===== src/rtl/path_executor_if.sv =====
`default_nettype none
// ============================================================================
// Module      : path_executor_if
// Description : Route, node and turn-handshake signals of the path executor.
// Revision    : 1.0 - initial release
// ============================================================================
interface path_executor_if #(
    parameter int MAX_STEPS = 10,
    parameter int DIR_W     = 3
);
    logic [MAX_STEPS*DIR_W-1:0] dir_flat;
    logic [3:0]                 len_in;
    logic                       path_valid;
    logic                       path_ready;
    logic                       node_detect;
    logic                       follow_en;
    logic [DIR_W-1:0]           turn_cmd;
    logic                       turn_valid;
    logic                       turn_done;
    logic [3:0]                 step_idx;
    logic                       busy;
    logic                       run_done;
    logic                       err;

    // Executor side.
    modport slave (
        input  dir_flat, len_in, path_valid, node_detect, turn_done,
        output path_ready, follow_en, turn_cmd, turn_valid, step_idx, busy, run_done, err
    );

    // Planner / sensor / motor side.
    modport master (
        output dir_flat, len_in, path_valid, node_detect, turn_done,
        input  path_ready, follow_en, turn_cmd, turn_valid, step_idx, busy, run_done, err
    );
endinterface
`default_nettype wire


===== src/rtl/path_executor.sv =====
`default_nettype none
// ============================================================================
// Module      : path_executor
// Description : Walks a planned turn list one slot per detected node and hands
//               turns to the motor controller. Optional turn watchdog is
//               enabled by defining PATH_EXEC_TIMEOUT_EN.
// Revision    : 1.0 - initial release
// ============================================================================
module path_executor #(
    parameter int MAX_STEPS = 10,
    parameter int DIR_W     = 3
`ifdef PATH_EXEC_TIMEOUT_EN
    ,
    parameter int TURN_TIMEOUT = 50_000_000
`endif
) (
    input  wire            clk,
    input  wire            reset,
    path_executor_if.slave bus
);
    localparam int               c_FLAT_W   = MAX_STEPS * DIR_W;
    localparam logic [3:0]       c_MAX_LEN  = 4'(MAX_STEPS);
    localparam logic [DIR_W-1:0] c_STRAIGHT = DIR_W'(0);
    localparam logic [DIR_W-1:0] c_STOP     = DIR_W'(4);

    typedef enum logic [2:0] {
        S_IDLE      = 3'd0,
        S_FOLLOW    = 3'd1,
        S_ISSUE     = 3'd2,
        S_WAIT_TURN = 3'd3,
        S_DONE      = 3'd4,
        S_ERROR     = 3'd5
    } state_t;

    state_t               r_state;
    logic [c_FLAT_W-1:0]  r_codes;
    logic [3:0]           r_len;
    logic [3:0]           r_step;
    logic                 r_path_ready;
    logic                 r_follow_en;
    logic [DIR_W-1:0]     r_turn_cmd;
    logic                 r_turn_valid;
    logic                 r_busy;
    logic                 r_run_done;
    logic                 r_err;

    logic [3:0]           w_len_clamped;
    logic [DIR_W-1:0]     w_cur_code;

`ifdef PATH_EXEC_TIMEOUT_EN
    localparam int                c_TO_W    = $clog2(TURN_TIMEOUT + 1);
    localparam logic [c_TO_W-1:0] c_TO_LAST = c_TO_W'(TURN_TIMEOUT - 1);
    logic [c_TO_W-1:0]    r_to_cnt;
`endif

    assign w_len_clamped = (bus.len_in > c_MAX_LEN) ? c_MAX_LEN : bus.len_in;
    // Only read in ISSUE, where r_step < r_len <= MAX_STEPS.
    assign w_cur_code    = r_codes[int'(r_step) * DIR_W +: DIR_W];

    always_ff @(posedge clk) begin
        if (reset) begin
            r_state      <= S_IDLE;
            r_codes      <= '0;
            r_len        <= '0;
            r_step       <= '0;
            r_path_ready <= 1'b1;
            r_follow_en  <= 1'b0;
            r_turn_cmd   <= '0;
            r_turn_valid <= 1'b0;
            r_busy       <= 1'b0;
            r_run_done   <= 1'b0;
            r_err        <= 1'b0;
`ifdef PATH_EXEC_TIMEOUT_EN
            r_to_cnt     <= '0;
`endif
        end else begin
            r_run_done <= 1'b0;
            case (r_state)
                S_IDLE: begin
                    if (bus.path_valid) begin
                        r_codes      <= bus.dir_flat;
                        r_len        <= w_len_clamped;
                        r_step       <= '0;
                        r_err        <= 1'b0;
                        r_path_ready <= 1'b0;
                        if (w_len_clamped == 4'd0) begin
                            r_state <= S_DONE;
                        end else begin
                            r_state     <= S_FOLLOW;
                            r_follow_en <= 1'b1;
                            r_busy      <= 1'b1;
                        end
                    end
                end

                S_FOLLOW: begin
                    if (bus.node_detect) begin
                        if (r_step == r_len) begin
                            r_state     <= S_DONE;
                            r_follow_en <= 1'b0;
                            r_busy      <= 1'b0;
                        end else begin
                            r_state <= S_ISSUE;
                        end
                    end
                end

                S_ISSUE: begin
                    if (w_cur_code == c_STRAIGHT) begin
                        r_step  <= r_step + 4'd1;
                        r_state <= S_FOLLOW;
                    end else if (w_cur_code == c_STOP) begin
                        r_state     <= S_DONE;
                        r_follow_en <= 1'b0;
                        r_busy      <= 1'b0;
                    end else if (w_cur_code > c_STOP) begin
                        r_state     <= S_ERROR;
                        r_err       <= 1'b1;
                        r_follow_en <= 1'b0;
                        r_busy      <= 1'b0;
                    end else begin
                        r_state      <= S_WAIT_TURN;
                        r_turn_cmd   <= w_cur_code;
                        r_turn_valid <= 1'b1;
                        r_follow_en  <= 1'b0;
`ifdef PATH_EXEC_TIMEOUT_EN
                        r_to_cnt     <= '0;
`endif
                    end
                end

                S_WAIT_TURN: begin
                    if (bus.turn_done) begin
                        r_state      <= S_FOLLOW;
                        r_turn_valid <= 1'b0;
                        r_turn_cmd   <= '0;
                        r_step       <= r_step + 4'd1;
                        r_follow_en  <= 1'b1;
                    end
`ifdef PATH_EXEC_TIMEOUT_EN
                    else if (r_to_cnt == c_TO_LAST) begin
                        r_state      <= S_ERROR;
                        r_turn_valid <= 1'b0;
                        r_turn_cmd   <= '0;
                        r_err        <= 1'b1;
                        r_busy       <= 1'b0;
                    end else begin
                        r_to_cnt <= r_to_cnt + c_TO_W'(1);
                    end
`endif
                end

                S_DONE: begin
                    r_run_done   <= 1'b1;
                    r_path_ready <= 1'b1;
                    r_state      <= S_IDLE;
                end

                S_ERROR: begin
                    r_path_ready <= 1'b1;
                    r_state      <= S_IDLE;
                end

                default: begin
                    r_state      <= S_IDLE;
                    r_path_ready <= 1'b1;
                    r_follow_en  <= 1'b0;
                    r_turn_valid <= 1'b0;
                    r_turn_cmd   <= '0;
                    r_busy       <= 1'b0;
                end
            endcase
        end
    end

    assign bus.path_ready = r_path_ready;
    assign bus.follow_en  = r_follow_en;
    assign bus.turn_cmd   = r_turn_cmd;
    assign bus.turn_valid = r_turn_valid;
    assign bus.step_idx   = r_step;
    assign bus.busy       = r_busy;
    assign bus.run_done   = r_run_done;
    assign bus.err        = r_err;
endmodule
`default_nettype wire


===== src/flat_wrapper.sv =====
// flat-port wrapper written by rule: the top's interface ports become plain ports
module path_executor_flat 
#(
    parameter int MAX_STEPS = 10,
    parameter int DIR_W     = 3

)
  (clk, reset, bus_dir_flat, bus_len_in, bus_path_valid, bus_node_detect, bus_turn_done, bus_path_ready, bus_follow_en, bus_turn_cmd, bus_turn_valid, bus_step_idx, bus_busy, bus_run_done, bus_err);
  path_executor_if #(.MAX_STEPS(MAX_STEPS), .DIR_W(DIR_W)) bus_i ();
  input  wire clk;
  input  wire reset;
  input wire logic [$bits(bus_i.dir_flat)-1:0] bus_dir_flat;
  input wire logic [$bits(bus_i.len_in)-1:0] bus_len_in;
  input wire logic [$bits(bus_i.path_valid)-1:0] bus_path_valid;
  input wire logic [$bits(bus_i.node_detect)-1:0] bus_node_detect;
  input wire logic [$bits(bus_i.turn_done)-1:0] bus_turn_done;
  output wire logic [$bits(bus_i.path_ready)-1:0] bus_path_ready;
  output wire logic [$bits(bus_i.follow_en)-1:0] bus_follow_en;
  output wire logic [$bits(bus_i.turn_cmd)-1:0] bus_turn_cmd;
  output wire logic [$bits(bus_i.turn_valid)-1:0] bus_turn_valid;
  output wire logic [$bits(bus_i.step_idx)-1:0] bus_step_idx;
  output wire logic [$bits(bus_i.busy)-1:0] bus_busy;
  output wire logic [$bits(bus_i.run_done)-1:0] bus_run_done;
  output wire logic [$bits(bus_i.err)-1:0] bus_err;
  assign bus_i.dir_flat = bus_dir_flat;
  assign bus_i.len_in = bus_len_in;
  assign bus_i.path_valid = bus_path_valid;
  assign bus_i.node_detect = bus_node_detect;
  assign bus_i.turn_done = bus_turn_done;
  assign bus_path_ready = bus_i.path_ready;
  assign bus_follow_en = bus_i.follow_en;
  assign bus_turn_cmd = bus_i.turn_cmd;
  assign bus_turn_valid = bus_i.turn_valid;
  assign bus_step_idx = bus_i.step_idx;
  assign bus_busy = bus_i.busy;
  assign bus_run_done = bus_i.run_done;
  assign bus_err = bus_i.err;
  path_executor #(.MAX_STEPS(MAX_STEPS), .DIR_W(DIR_W)) u_core (.clk(clk), .reset(reset), .bus(bus_i));
endmodule

===== config.mk =====
export PLATFORM = sky130hd
export DESIGN_NAME = path_executor_flat
export DESIGN_NICKNAME = d
export VERILOG_FILES = /design/src/rtl/path_executor_if.sv /design/src/rtl/path_executor.sv /design/src/flat_wrapper.sv
export SDC_FILE = /design/constraint.sdc
export NUM_CORES = 1
export LEC_CHECK = 0
export ABC_CLOCK_PERIOD_IN_PS = 6600
export CAP_MARGIN = 20
export CORE_MARGIN = 3
export CORE_UTILIZATION = 54
export CTS_BUF_LIST = sky130_fd_sc_hd__clkbuf_16
export DETAILED_ROUTE_END_ITERATION = 8
export GPL_TIMING_DRIVEN = 0
export MAX_ROUTING_LAYER = met4
export PLACE_DENSITY = 0.85
export SYNTH_ARGS = -nofsm -noshare
export SYNTH_HDL_FRONTEND = slang
export SYNTH_SLANG_ARGS = --single-unit

===== constraint.sdc =====
create_clock -name clk -period 6.6 [get_ports clk]
set_input_delay 1.32 -clock clk [delete_from_list [all_inputs] [get_ports clk]]
set_output_delay 1.32 -clock clk [all_outputs]
set_load 0.1 [all_outputs]

==> run_1/clk_routes.png <==
Bar = 20 µm.
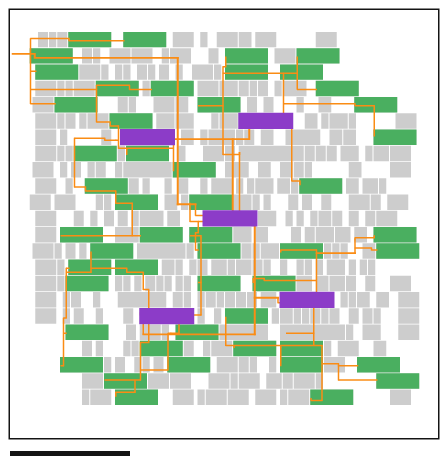
clock drivers -> purple  # count 5
clock wires -> orange  # length 608 µm
flip-flops -> green  # count 50
routed clock nets = 6
clock group power: 328 µW
Latency at later pin: 0.29 ns
clock skew: 0.00431 ns
Clock power frac: 36.4%

==> run_1/flops_by_reg.png <==
Other sequential cells in the stronger grey, the rest of the logic in the fainter grey.
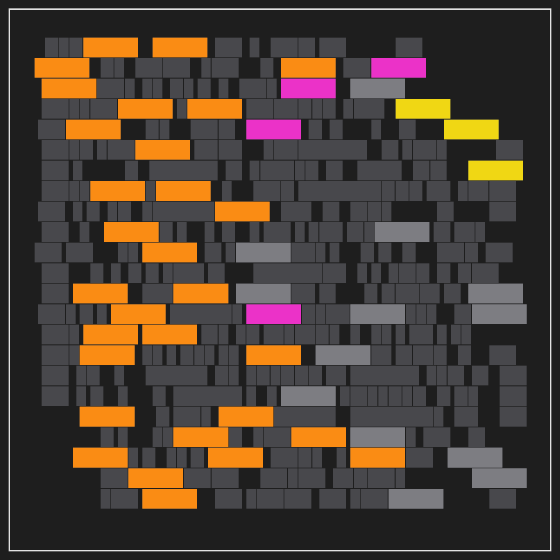
`u_core.r_codes` -> orange  # sequential cells 30
`u_core.bus.step_idx` -> magenta  # sequential cells 4, where top middle
`u_core.bus.turn_cmd` -> yellow  # sequential cells 3
not coloured = 13

==> run_1/placement_by_type.png <==
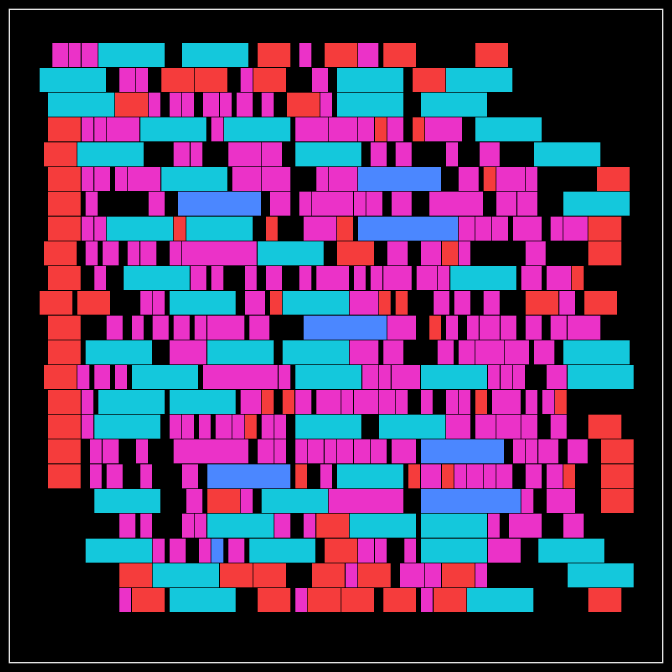
clock drivers and dummy loads -> blue  # cells 8
sequential cells -> cyan  # cells 50
remaining buffers and delay cells -> red  # cells 73
combinational and other logic -> magenta  # cells 217
row cnt: 23
fin area: 3090 µm²
Final Core Density: 75.5%

==> changes_impl.md, run 1 <==
### Changed

- XORs/XNORs by Area: 1.88%
- Final ANT Viol Nets: 0
- Hold WS: around 0.45 ns
- Gate count of the mapped netlist: ~290
- DR WL/cell: 15.2 µm
- # setup viols final: 0
- Fin. max-slew vios: 0
- Fin crit period: between 3 and 4 ns
- Hold Buf Count CTS: 0
- Antenna cells: 0
- Hold Path Class: register to register
- Die Y-Extent: 71.6 µm
- Most frequent cells in the layout: 70 x nand2_1, 51 x clkdlybuf4s50_1, 50 x dfxtp_1, 40 x a21oi_1, 19 x clkbuf_1
- Async SR Flop Fraction: 0%
- Peak Freq: between 0.3 and 0.4 GHz
- Post-CTS setup buffer count: 0
- Worst slack at placement: roughly 3.4 ns
- Post-route setup slack: roughly 3.4 ns
- Top-area cell share: roughly 43%
- Area fraction in mux cells: under 10%
- Layout area overhead: 32.8%
- Drc violations: 0
- Die width: a little over 70 µm
- Share of post-route cells with drive strength above 1: approximately 6.0%
- Largest net degree at the start of global routing: 16
- Worst endpoint required time: between 5 and 6 ns
- Top cells by count: 70 x nand2_1, 50 x dfxtp_1, 40 x a21oi_1
- Comb area leader: simple AND/OR/NAND/NOR gates
- Cts bufs inserted: 5
- CTS tree: done
- Final WL: ~6100 µm
- Log Warnings: 26
- Vias in the first global route: between 2000 and 2500
- Most frequent cell after synthesis: nand2_1
- Max VDD drop: around 0.17 mV
- CTS Buffer Depth: 2
- Yosys stat chip area: between 2000 and 2500 µm²
- Crit Path Category: register to primary output
- Worst Path Max Fanout: 4
- CTS sink cnt: roughly 50
- TritonRoute pass-1 iters: 4
- Top_reg_cell synth: dfxtp_1
- Initial antenna violation count: 0
- Post-CTS Resized: 0
- Root Driver: clkbuf_16
- Total grt overflow: 0
- Adders+Majority by Area: 0.539%
- Synth flops: 50
- Worst EP arrival: 1.87 ns
- Final period util: 48.4%
- Power density cells: 293 nW/µm²
- CP max stage delay: about 1.2 ns
- First-pass GRT wire length: approximately 10000 µm
- # IOs: around 52
- Placed Cells: between 300 and 400
- Critical path launch point type: register
- Slowest-stage cell, CP: clkdlybuf4s50_1
- Area leader, netlist: dfxtp_1
- Port Buf Inserts: 51
- Post-synth seq share: between 40% and 50%
- Fillcell total: approximately 320
- Worst Tran Pin Value: just under 1 ns
- Post-Syn Area: roughly 2300 µm²
- Simple share: roughly 23%
- Synth Warn #: 0
- Buffers plus inverters on the worst setup path: 1
- Via Count: 2252
- FP Core Util: a little under three fifths
- Critical-path cell list: clkdlybuf4s50_1
- Total power: approximately 900 µW
- RSZ-0062 raised after global routing: false
- DP Area: approximately 2900 µm²
- Top delay family on crit path: buffers and inverters
- Leak Pwr: roughly 0.0011 µW
- Cell Type Count: approximately 43
- TNS Setup: 0 ns
- Chip area: about 5000 µm²
- Ys cells: 289
- Nets: a little under 400
- Post-Syn Area per Cell: 8.04 µm²
- Non-Filler Instances: just under 400
- DR vias/cell: around 5.7
- Detailed placement HPWL: 4260 µm
- EDFF count, synth: 0
- CP Capture Type: primary output
- Initial DRC Count: roughly 150
- Top logic cell by instance count in the layout: nand2_1
- Status: completed
- Fin. Hold Viols: 0
- Post-synth area hogs: dfxtp_1 43%, nand2_1 11%, a21oi_1 8.6%
- Gpl congestion: a little under 0.9
- Core region area: between 4000 and 5000 µm²
- Max-cap viol count: 0
- Synth Area in Compound Gates: 18.5%
- Synth Net Count: between 300 and 400
- Htree depth: 2
- Max-slew headroom: about a third
- Worst-path clk slew: about 0.070 ns
- GRT Overall Usage: between 20 and 30%
-- run 1: metal layers --
layer / GRT usage, % / part of all wire, %
met1: 29.7 / 42
met2: 44.0 / 52
met3: 4.77 / 5.0
met4: 6.68 / 1.0
met5: - / 0
-- run 1: registers in the layout, summed over array words and instances, names as in the netlist --
name / flops
u_core.r_len: 4
u_core.bus.turn_valid: 1
u_core.bus.err: 1
u_core.bus.follow_en: 1
u_core.bus.busy: 1
u_core.bus.run_done: 1
u_core.r_state: 3
u_core.bus.step_idx: 4
u_core.r_codes: 30
u_core.bus.path_ready: 1
u_core.bus.turn_cmd: 3
-- run 1: path summary, 6_finish.rpt --
check                         startpoint                endpoint  slack (ns)  cells past startpoint
hold reg to reg       u_core.r_codes[19]      u_core.r_codes[19]        0.45                      2
hold / removal        u_core.r_codes[19]      u_core.r_codes[19]        0.45                      2
setup reg to reg  u_core.bus.step_idx[1]  u_core.bus.step_idx[3]        3.80                      8
setup / recovery  u_core.bus.step_idx[1]         bus_step_idx[1]        3.41                      1
-- run 1: report_power, final --
part / internal (µW) / leakage, µW / switching [µW] / total [µW]
logic: 86.0 / 0.000640 / 144 / 230
clock network: 216 / 0.0000915 / 112 / 328
registers: 329 / 0.000409 / 15.9 / 345
total: 631 / 0.00114 / 272 / 903
-- run 1: final cells by class --
class | count | area, µm² | share of cell area [%]
multi-input cells | 213 | 1210 | 39.4
flip-flops and latches | 50 | 1000 | 32.4
repair buffers | 51 | 510 | 16.5
clock buffers | 5 | 125 | 4.06
plain buffers | 22 | 92.6 | 3.00
clock inverters | 3 | 63.8 | 2.07
well taps | 50 | 62.6 | 2.03
inverters | 4 | 15.0 | 0.487
## Run 2: what changed since run 1
Settings changed: ABC_CLOCK_PERIOD_IN_PS 6600 to 3000, CORE_UTILIZATION 54 to 50, PLACE_DENSITY 0.85 to 0.79.
Clock period 6.6 ns to 3 ns, I/O delays scaled along.
==> run_2/clk_routes.png <==
Bar = 20 µm.
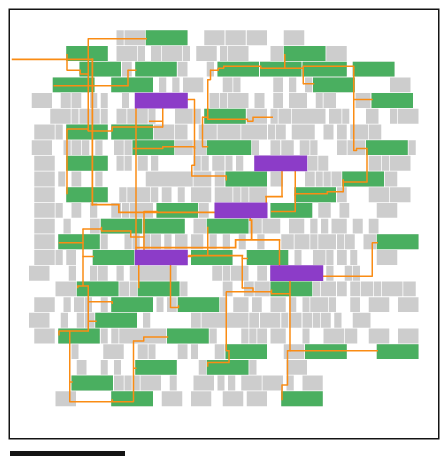
flip-flops -> green  # count 50
clock drivers -> purple  # count 5
clock wires -> orange  # length 615 µm
routed clock nets = 6
flops lie = widely spread

==> run 2 against run 1 <==
Area after synthesis did not move; register-to-register slack worse by 3.5 ns; sequential power is 120% higher; clock power up 65%; critical path type is now register to register.
==> changes_impl.md, run 2 <==
### Changed

- Vias in the first global route: 2097 (-4.7%)
- Detailed placement HPWL: 4180 µm (-1.8%)
- Htree depth: 2 (unchanged)
- Fillcell total: 360 (+12%)
- TritonRoute pass-1 iters: 4 (unchanged)
- Worst endpoint required time: 3.22 ns (-2.06 ns)
- Antenna cells: 0 (unchanged)
- Hold Path Class: register to register
- Cell Type Count: 43 (unchanged)
- Synth Warn #: 0 (unchanged)
- Final ANT Viol Nets: 0 (unchanged)
- Fin. max-slew vios: 0 (unchanged)
- Clock power frac: 30.1% (-6.3 points)
- Gpl congestion: 0.941 (+7.5%)
- Status: completed
- Post-Syn Area: 2320 µm² (unchanged)
- Die Y-Extent: 74.2 µm (+3.6%)
- Share of post-route cells with drive strength above 1: 6.32% (+0.29 points)
- Worst reg2reg path startpoint: u_core.bus.step_idx[1]
- Fin. Hold Viols: 0 (unchanged)
- Hold EP: u_core.r_codes[3]
- Synth Net Count: 329 (unchanged)
- CTS sink cnt: 50 (unchanged)
- CTS tree: done
- Hold Buf Count CTS: 0 (unchanged)
- Flop area: 1000 µm² (+0.25%)
- Peak Freq: approximately 0.36 GHz
- DR vias/cell: 5.50 (-2.8%)
- Ys cells: 289 (unchanged)
- Via Count: 2201 (-2.3%)
- Placed Cells: 392 (+0.51%)
- Area leader, netlist: dfxtp_1
- Switching part of the total power: 32.3% (+2.2 points)
- Post-route setup slack: 0.257 ns (-3.15 ns)
- Post-synth area hogs: dfxtp_1 43%, nand2_1 11%, a21oi_1 8.6%
- Drc violations: 0 (unchanged)
- Critical path launch point type: register
- Latency at later pin: 0.28 ns (about the same)
- Psw: 581 µW (+110%)
- Most frequent cell after synthesis: nand2_1
- Reg2reg end: u_core.bus.step_idx[3]
- Yosys stat chip area: 2320 µm² (unchanged)
- Total grt overflow: 0 (unchanged)
- Gate count of the mapped netlist: 289 (unchanged)
- Row cnt: 24 (+4.3%)
- Clock group power: 541 µW (+65%)
- # IOs: 52 (unchanged)
- Total power: 1800 µW (+99%)
- Initial antenna violation count: 0 (unchanged)
- Worst EP arrival: 2.96 ns (+1.09 ns)
- Worst Tran Pin Value: 0.972 ns (+0.00292 ns)
- Post-CTS Resized: 0 (unchanged)
- Chip area: 5500 µm² (+7.3%)
- Sequential power: 757 µW (+120%)
- TNS Setup: 0 ns (unchanged)
- Leak Pwr: 0.00112 µW (-1.6%)
- Final Core Density: 68.8% (-6.7 points)
- Die width: 74.2 µm (+3.6%)
- Most flop-heavy register: u_core.r_codes
- Log Warnings: 26 (unchanged)
run 2: cell counts after synthesis:
Identical to the previous run, type by type.
run 2: layer usage:
metal	routed length (µm)	GRT usage, %	vias to the layer above
met1	2460	25.6	1019
li1	-	-	1111
met2	2770	37.8	67
met4	40	6.64	0
met5	0	-	-
met3	352	4.73	4
run 2: kinds of logic (layout without fill, tap and decap cells):
family / after synthesis / after routing / share of synthesized area, %
and+or+nand+nor: 121 / 121 / 23.1
xor gates and xnor gates: 5 / 5 / 1.88
muxes: 14 / 14 / 8.29
AOI/OAI and AO/OA: 72 / 72 / 18.5
buffers and inverters: 26 / 85 / 4.63
adders and majority gates: 1 / 1 / 0.538
DFF: 50 / 50 / 43.1
run 2: final cells by class:
cell class	instances	share of cell area, %
multi-input combinational	213	40.0
sequential	50	33.0
timing repair buffer	51	16.8
clock buffer	5	4.12
buffer	22	3.05
tap	52	2.14
inverter	4	0.494
clock inverter	3	0.412
run 2: worst max-delay path by stage:
stage / slack [ns] / end / from / cells past startpoint
after floorplan: 0.21 / u_core.bus.step_idx[3] / u_core.bus.step_idx[2] / 8
after global placement: 0.31 / u_core.bus.step_idx[2] / u_core.bus.step_idx[1] / 8
after detailed placement: 0.28 / u_core.bus.step_idx[3] / u_core.bus.step_idx[1] / 8
after CTS: 0.27 / u_core.bus.step_idx[3] / u_core.bus.step_idx[1] / 8
after global routing: 0.11 / u_core.bus.step_idx[3] / u_core.bus.step_idx[1] / 8
final: 0.26 / u_core.bus.step_idx[3] / u_core.bus.step_idx[1] / 8
run 2: tightest hold or removal path, stage by stage, from the launching register on:
cell and delay [ns]:
dfxtp_1 0.31, nand2_1 0.05, a21oi_1 0.05
No activity file was given, so power comes from the tool's default toggle rates.
